**src/rtl/iiitb_tlc_timed.sv**
```systemverilog
// Timed highway/farm-road traffic light controller with all-red clearance,
// latched farm request, farm max-green cutoff and night flashing mode.
module iiitb_tlc_timed #(
    parameter int TMR_W      = 16,
    parameter int HG_MIN     = 8,
    parameter int Y_TIME     = 3,
    parameter int AR_TIME    = 2,
    parameter int FG_MIN     = 4,
    parameter int FG_MAX     = 10,
    parameter int FLASH_HALF = 5
) (
    input  logic       clk,
    input  logic       rst_n,
    input  logic       C,
    input  logic       flash_en,
    output logic [2:0] light_highway,
    output logic [2:0] light_farm,
    output logic       farm_served
);

    typedef enum logic [2:0] {
        HGRE_FRED,
        HYEL_FRED,
        AR1,
        HRED_FGRE,
        HRED_FYEL,
        AR2,
        FLASH
    } state_t;

    localparam logic [TMR_W-1:0] HG_LAST  = TMR_W'(HG_MIN - 1);
    localparam logic [TMR_W-1:0] Y_LAST   = TMR_W'(Y_TIME - 1);
    localparam logic [TMR_W-1:0] AR_LAST  = TMR_W'(AR_TIME - 1);
    localparam logic [TMR_W-1:0] FGN_LAST = TMR_W'(FG_MIN - 1);
    localparam logic [TMR_W-1:0] FGX_LAST = TMR_W'(FG_MAX - 1);
    localparam logic [TMR_W-1:0] FH_LAST  = TMR_W'(FLASH_HALF - 1);
    localparam logic [TMR_W-1:0] TMR_SAT  = '1;

    state_t           state, nxt;
    logic [TMR_W-1:0] tmr, tmr_nxt;
    logic             farm_req, farm_req_nxt;
    logic             blink, blink_nxt;
    logic             c_meta, c_s;
    logic             changing;

    // {highway, farm} lamp pattern for a state; blink only matters in FLASH
    function automatic logic [5:0] lamps(input state_t s, input logic b);
        logic [5:0] l;
        case (s)
            HGRE_FRED: l = 6'b001_100;
            HYEL_FRED: l = 6'b010_100;
            HRED_FGRE: l = 6'b100_001;
            HRED_FYEL: l = 6'b100_010;
            FLASH:     l = b ? 6'b010_100 : 6'b000_000;
            default:   l = 6'b100_100;
        endcase
        return l;
    endfunction

    always_comb begin
        nxt = state;
        if (flash_en) begin
            nxt = FLASH;
        end else begin
            case (state)
                HGRE_FRED: if (tmr >= HG_LAST && farm_req) nxt = HYEL_FRED;
                HYEL_FRED: if (tmr == Y_LAST) nxt = AR1;
                AR1:       if (tmr == AR_LAST) nxt = HRED_FGRE;
                HRED_FGRE: if ((tmr >= FGN_LAST && !c_s) || tmr == FGX_LAST) nxt = HRED_FYEL;
                HRED_FYEL: if (tmr == Y_LAST) nxt = AR2;
                AR2:       if (tmr == AR_LAST) nxt = HGRE_FRED;
                default:   nxt = AR2;
            endcase
        end
    end

    assign changing = (nxt != state);

    always_comb begin
        // In FLASH the timer doubles as the half-period counter
        if (changing || (nxt == FLASH && tmr == FH_LAST))
            tmr_nxt = '0;
        else if (tmr != TMR_SAT)
            tmr_nxt = tmr + 1'b1;
        else
            tmr_nxt = tmr;

        if (nxt != FLASH)
            blink_nxt = 1'b0;
        else if (changing)
            blink_nxt = 1'b1;
        else if (tmr == FH_LAST)
            blink_nxt = ~blink;
        else
            blink_nxt = blink;

        if (changing && (nxt == HRED_FGRE || nxt == FLASH))
            farm_req_nxt = 1'b0;
        else if (c_s && state != HRED_FGRE && state != FLASH)
            farm_req_nxt = 1'b1;
        else
            farm_req_nxt = farm_req;
    end

    always_ff @(posedge clk or negedge rst_n) begin
        if (!rst_n) begin
            state         <= AR2;
            tmr           <= '0;
            farm_req      <= 1'b0;
            blink         <= 1'b0;
            c_meta        <= 1'b0;
            c_s           <= 1'b0;
            light_highway <= 3'b100;
            light_farm    <= 3'b100;
            farm_served   <= 1'b0;
        end else begin
            c_meta   <= C;
            c_s      <= c_meta;
            state    <= nxt;
            tmr      <= tmr_nxt;
            farm_req <= farm_req_nxt;
            blink    <= blink_nxt;
            {light_highway, light_farm} <= lamps(nxt, blink_nxt);
            farm_served <= changing && (nxt == HRED_FGRE);
        end
    end

endmodule
```
**config.mk**
```make
export PLATFORM = sky130hd
export DESIGN_NAME = iiitb_tlc_timed
export DESIGN_NICKNAME = d
export VERILOG_FILES = /design/src/rtl/iiitb_tlc_timed.sv
export SDC_FILE = /design/constraint.sdc
export NUM_CORES = 1
export LEC_CHECK = 0
export ABC_AREA = 1
export CAP_MARGIN = 20
export CORE_UTILIZATION = 40
export DETAILED_ROUTE_END_ITERATION = 6
export PLACE_DENSITY_LB_ADDON = 0.25
export SETUP_SLACK_MARGIN = 0.3
export SYNTH_ARGS = -nofsm -noshare
export SYNTH_HDL_FRONTEND = slang
export SYNTH_SLANG_ARGS = --single-unit
```
**constraint.sdc**
```tcl
create_clock -name clk -period 2.15 [get_ports clk]
set_input_delay 0.215 -clock clk [delete_from_list [all_inputs] [get_ports clk]]
set_output_delay 0.215 -clock clk [all_outputs]
set_load 0.02 [all_outputs]
```
==> flow_summary.toml <==
# synthesis and place-and-route metrics
[routing]
ant_nets = 0
drc = 0
routed_wl_um = 4280
wl_met1_um = 1910
wire_per_inst_um = 12.8
met2_length_um = 2210
via_count = 1621
routed_via_density = 4.84

[critical_path]
worst-path-stages = 14
critPathArrivalTime_ns = 2.20
timing.rr.start = "tmr[14]$_DFFE_PN0P_"
setup.worst_path.end_class = "flip-flop"
crit_buf_inv = 1
crit_family = "simple AND/OR/NAND/NOR gates"
cp-startpoint = "tmr[14]$_DFFE_PN0P_"
reg2reg_setup_slack_ns = 0.16
cp_max_fo = 7
cp-endpoint = "tmr[3]$_DFFE_PN0P_"
reg2reg_to = "tmr[3]$_DFFE_PN0P_"
path_common_cell = "nand2_4"
crit_required_ns = 2.37
startpoint_type = "flip-flop"

[clock_network]
clkLatencyLatePin_ns = 0.29
cts_tree = "yes"
root_buffer = "clkbuf_8"
ctsResizeCount = 24
clockBufferDepth = 2
clkSinkCount = 30
postCtsSetupBuffers = 10
cts_buffers = 5

[outcome]
outcome = "finished, final reports clean"

[power_and_ir_drop]
swShare_pct = 34.9
p_int_mw = 1.21
comb_power_share_pct = 37.2
power_leader = "combinational cells"
irDropWorstVdd_mv = 0.543
total_power_mw = 1.86
comb_cell_power_uw = 691
seqPwrFrac_pct = 36.6
p_leak_nw = 1.14
p_clk_uw = 487

[synth]
yosysCellCount = 239
yosysTopAreaCellShare_pct = 35.9
synthTopLogicFamily = "simple AND/OR/NAND/NOR gates"
avgSynthCellArea_sq_um = 7.59
area_leaders = "dfrtp_1 36%, nand2_1 12%, inv_1 7.4%, dfstp_2 5.8%, nor2_1 5.6%"
xor_area_share_pct = 2.90
top_cell = "nand2_1"
mux_share_pct = 0
ys_sh_aoi_pct = 3.79
synth_area_sq_um = 1810
synth-simple-area-share_pct = 40.6
async_flop_share_pct = 100
adder_share_pct = 2.76
ys_types = 27
synth-main-ff-cell = "dfrtp_1"
ys_area_sq_um = 1810
synth-edff-count = 0
syn-num-nets = 247

[final_timing]
hold_slack_ns = 0.311
relSlewSlack_pct = 74.1
setup_tns_ns = 0
setup_ws_ns = 0.164
hold_violations = 0
drv_slew = 0
clock.fmax_mhz = 503
fin_crit_sh_pct = 92.4
rsz0062_at_grt = "true"

[finish]
mi_logic_area_sq_um = 1120
drive_above_1_share_pct = 38.2
nFlopsAndLatches = 30
largestClassByArea = "combinational gates"
nNetsFinal = 290
final_common_cell = "nand2_1"
syn_to_final_growth_pct = 38.9
buffer_area_share_pct = 13.5
n_all_buffers = 37
num_antenna_cells = 0
seq-cell-share_pct = 30.1
largest_reg_flops = 16
sh_comb_area_pct = 44.6
n_clock_buffer = 6
stdcell_count = 335
top_register = "tmr"
stdcell_area_sq_um = 2520
seq_area_sq_um = 759

[placed_design]
place_hpwl_um = 2740
placement.io_buffers = 10
placed_cell_area_sq_um = 2030
pre_cts_ws_ns = 0.0141
place.gp.congestion = 0.838

[floorplanning]
core_sq_um = 4350
fp.dieH_um = 69.3
die_w_um = 69.3
fp_util_pct = 41.7
fp-row-count = 24

[global_routing]
grt.met2_usage_pct = 30.1
grt_pass1_wl_um = 6720
grt_use_met3_pct = 3.05

[min_path]
min_path_type = "in2async"

[job]
warning_count = 31
Figure 1. Pin placement.
Pins as bars across the die edge, other pins in grey.
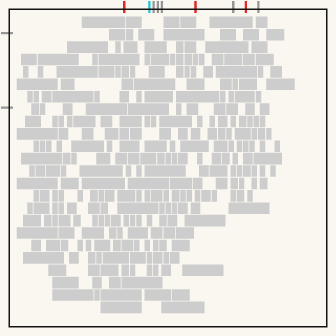
red -> light_highway  # pins 3, direction output, edge north
cyan -> flash_en  # pins 1, direction input, edge north
all pins by edge = 9 north, 2 west

Figure 2. Where the registers sit.
Other sequential cells in the stronger grey, the rest of the logic in the fainter grey.
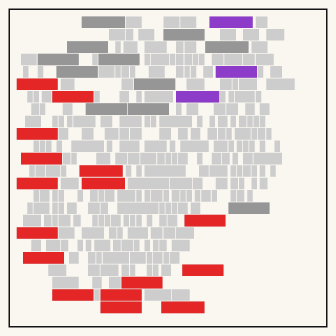
red -> tmr  # sequential cells 16
purple -> state  # sequential cells 3

Figure 3. Routing congestion map.
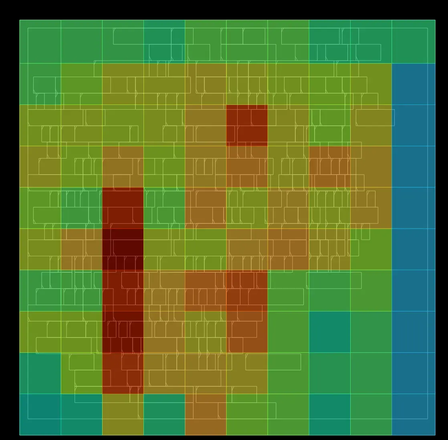
Layout Utilization: 57.9%
grt met1 use: 22.4%
Total GRT Usage: 17.6%

